**src/rtl/car_bank.sv**
```systemverilog
// Bank of NREGS counter/address registers with per-register inc/dec/load/add
// and two combinational read ports (address port with displacement, X-bus port).
module car_bank #(
    parameter int              WIDTH     = 16,
    parameter int              NREGS     = 5,
    parameter int              SEL_W     = 3,
    parameter int              DISP_W    = 8,
    parameter logic [WIDTH-1:0] RESET_VAL = '0
) (
    input  logic              clock,
    input  logic              clear,
    input  logic [NREGS-1:0]  inc,
    input  logic [NREGS-1:0]  dec,
    input  logic [NREGS-1:0]  load,
    input  logic [NREGS-1:0]  add,
    input  logic [WIDTH-1:0]  xbus_in,
    input  logic [DISP_W-1:0] offset,
    input  logic [SEL_W-1:0]  addr_sel,
    input  logic              addr_oe,
    input  logic [DISP_W-1:0] addr_disp,
    input  logic [SEL_W-1:0]  xbus_sel,
    input  logic              xbus_oe,
    output logic [WIDTH-1:0]  addr_out,
    output logic              addr_drive,
    output logic [WIDTH-1:0]  xbus_out,
    output logic              xbus_drive,
    output logic [NREGS-1:0]  wrap,
    output logic              sel_err
);

    logic [WIDTH-1:0] regs_q [NREGS];
    logic [WIDTH-1:0] regs_d [NREGS];
    logic [NREGS-1:0] wrap_q, wrap_d;
    logic             sel_err_q, sel_err_d;

    logic [WIDTH-1:0] off_ext;
    logic [WIDTH-1:0] disp_ext;
    logic             add_carry;
    logic             addr_bad, xbus_bad;
    logic [WIDTH-1:0] addr_reg, xbus_reg;

    assign off_ext  = WIDTH'($signed(offset));
    assign disp_ext = WIDTH'($signed(addr_disp));

    always_comb begin
        add_carry = 1'b0;
        for (int i = 0; i < NREGS; i++) begin
            regs_d[i] = regs_q[i];
            wrap_d[i] = 1'b0;
            if (load[i]) begin
                regs_d[i] = xbus_in;
            end else if (add[i]) begin
                // A carry out of the unsigned sum means no borrow when the offset is negative.
                {add_carry, regs_d[i]} = {1'b0, regs_q[i]} + {1'b0, off_ext};
                wrap_d[i] = off_ext[WIDTH-1] ? ~add_carry : add_carry;
            end else if (inc[i] && !dec[i]) begin
                regs_d[i] = regs_q[i] + WIDTH'(1);
                wrap_d[i] = &regs_q[i];
            end else if (dec[i] && !inc[i]) begin
                regs_d[i] = regs_q[i] - WIDTH'(1);
                wrap_d[i] = ~|regs_q[i];
            end
        end
    end

    assign addr_bad = int'(addr_sel) >= NREGS;
    assign xbus_bad = int'(xbus_sel) >= NREGS;

    always_comb begin
        addr_reg = '0;
        xbus_reg = '0;
        for (int i = 0; i < NREGS; i++) begin
            if (int'(addr_sel) == i) addr_reg = regs_q[i];
            if (int'(xbus_sel) == i) xbus_reg = regs_q[i];
        end
    end

    assign sel_err_d = sel_err_q
                     | (addr_oe & addr_bad)
                     | (xbus_oe & xbus_bad)
                     | (|(load & add));

    always_ff @(posedge clock) begin
        if (clear) begin
            for (int i = 0; i < NREGS; i++) regs_q[i] <= RESET_VAL;
            wrap_q    <= '0;
            sel_err_q <= 1'b0;
        end else begin
            for (int i = 0; i < NREGS; i++) regs_q[i] <= regs_d[i];
            wrap_q    <= wrap_d;
            sel_err_q <= sel_err_d;
        end
    end

    // Out-of-range selects still assert drive but present zero, not the displacement.
    assign addr_out   = (addr_oe && !addr_bad) ? addr_reg + disp_ext : '0;
    assign addr_drive = addr_oe;
    assign xbus_out   = (xbus_oe && !xbus_bad) ? xbus_reg : '0;
    assign xbus_drive = xbus_oe;
    assign wrap       = wrap_q;
    assign sel_err    = sel_err_q;

endmodule
```
**config.mk**
```make
export PLATFORM = sky130hd
export DESIGN_NAME = car_bank
export DESIGN_NICKNAME = d
export VERILOG_FILES = /design/src/rtl/car_bank.sv
export SDC_FILE = /design/constraint.sdc
export NUM_CORES = 1
export LEC_CHECK = 0
export ABC_CLOCK_PERIOD_IN_PS = 15300
export CORE_MARGIN = 10
export CORE_UTILIZATION = 30
export CTS_CLUSTER_DIAMETER = 40
export DETAILED_ROUTE_END_ITERATION = 7
export PLACE_DENSITY = 0.55
export SETUP_SLACK_MARGIN = 0.1
export SYNTH_ARGS = -nofsm -noshare
export SYNTH_HDL_FRONTEND = slang
export SYNTH_SLANG_ARGS = --single-unit
```
**constraint.sdc**
```tcl
create_clock -name clock -period 15.3 [get_ports clock]
set_clock_uncertainty 0.1 [all_clocks]
set_input_delay 4.59 -clock clock [delete_from_list [all_inputs] [get_ports clock]]
set_output_delay 4.59 -clock clock [all_outputs]
set_load 0.01 [all_outputs]
```
**Nets reached from selected ports**

(1 px per um)
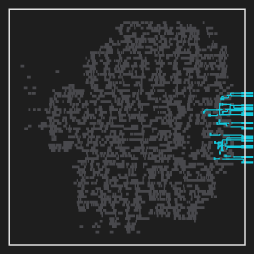
addr_out: marked cyan, bits 16, direction output, edge east, end cells 16, buffers 16, wire 463 um.
I/O Buffers: 101
IO Count: 102

**Gate families picked out**

(2 px per um)
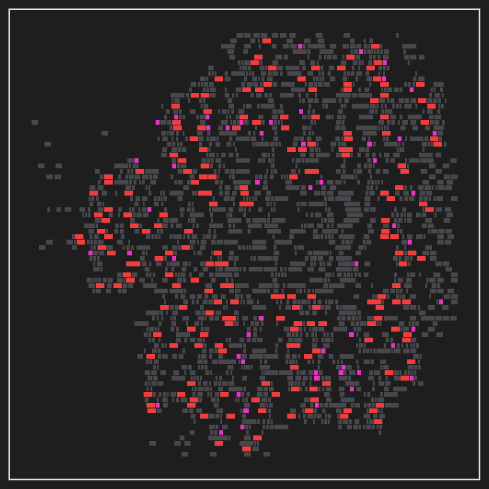
fa/ha/maj cells: marked red, cells 189, most used ha_1. and/or cells: marked magenta, cells 54, most used and3_1.
final std cells w/o fill: 2,495
logic share of the area: 0.733

==> flow_summary.json <==
{
  "p_per_area_mw_per_mm2": 89.1,
  "ys_cells": 1840,
  "grt_usage": 0.198,
  "fp_util": 0.304,
  "synth_cell_types": 81,
  "finalCriticalPeriod_ns": 13.62,
  "drtPass1Iterations": 5,
  "buffers_excl_clock": 118,
  "syn_avg_cell_area_um2": 7.49,
  "floorplan.nets": 2091,
  "rsz0062_at_grt": "false",
  "r2r_start": "regs_q[0][64]",
  "bufAreaShareNonClock": 0.0721,
  "hp-start": "regs_q[0][3]",
  "layout_top_cells": "nand2_1, ha_1, nor2_1, a21oi_1, o21ai_0",
  "setup_viol": 0,
  "common_cells": "ha_1, nand2_1, nor2_1, a21oi_1, o21ai_0",
  "worst-path-stages": 16,
  "fill_cells": 4790,
  "clk_pin_slew_worst_paths_ns": 0.07,
  "clkSinkCount": 86,
  "design_area_mm2": 0.0157,
  "slew_violations": 0,
  "fin_ws_ns": 1.68,
  "cts_tree": "yes",
  "num_vias": 14900,
  "ant_nets": 0,
  "grt_pass1_wl_um": 84800,
  "hold_buffers": 0,
  "r2r-end": "wrap[4]",
  "top_cells_by_area": "ha_1, dfxtp_1, a21oi_1",
  "drcViolationCount": 0,
  "status": "finished, final reports clean",
  "rows": 78,
  "holdPathStages": 2,
  "grt_max_degree": 48,
  "antenna_found_initial": 0,
  "grt_overflow_total": 0,
  "p_leak_nw": 6.23,
  "dp_cells": 2479,
  "clkbuf_count": 10,
  "post_drt_wl_per_cell_um": 22.5,
  "use_met2": 0.306,
  "hold_path_class": "reg -> reg",
  "crit_family": "buffers and inverters",
  "dp_slack_ns": 1.69,
  "clk_latency_ns": 0.39,
  "synth_cells": 1840,
  "placed_area_mm2": 0.0154,
  "die_h_um": 234,
  "regToRegSetupSlack_ns": 11.69,
  "largestPowerGroup": "combinational logic",
  "sh_seq_area": 0.110,
  "xor_share": 0.0839,
  "ys_warn_count": 0,
  "final_net_count": 2141,
  "tightest_slew_ns": 1.02,
  "cp_num_buf_inv": 4,
  "cap_violations": 0,
  "end_kind": "output port",
  "holdPathEnd": "regs_q[0][3]",
  "p_seq_mw": 0.341,
  "ir_drop_mv": 0.0598
}
## registers in the layout, indices dropped and copies added, names as in the netlist
signal   count
wrap         5
regs_q      80
sel_err      1
## worst max-delay path by stage
stage	startpoint	endpoint	slack, ns
after floorplan	addr_sel[0]	addr_out[15]	2.74
after global placement	addr_sel[1]	addr_out[15]	1.75
after detailed placement	addr_sel[1]	addr_out[15]	1.69
after CTS	addr_sel[1]	addr_out[14]	1.67
after global routing	addr_sel[1]	addr_out[14]	1.21
final	addr_sel[1]	addr_out[14]	1.68
## layer usage
layer / routed length [um] / share of wire
met1: 26100 / 0.46
met2: 24100 / 0.43
met3: 4270 / 0.076
met4: 1660 / 0.030
met5: 0 / 0
## worst min-delay path, cell delays in order, from the launching register on
cell,delay (ns)
dfxtp_1,0.39
nand2_1,0.09
a21oi_1,0.06
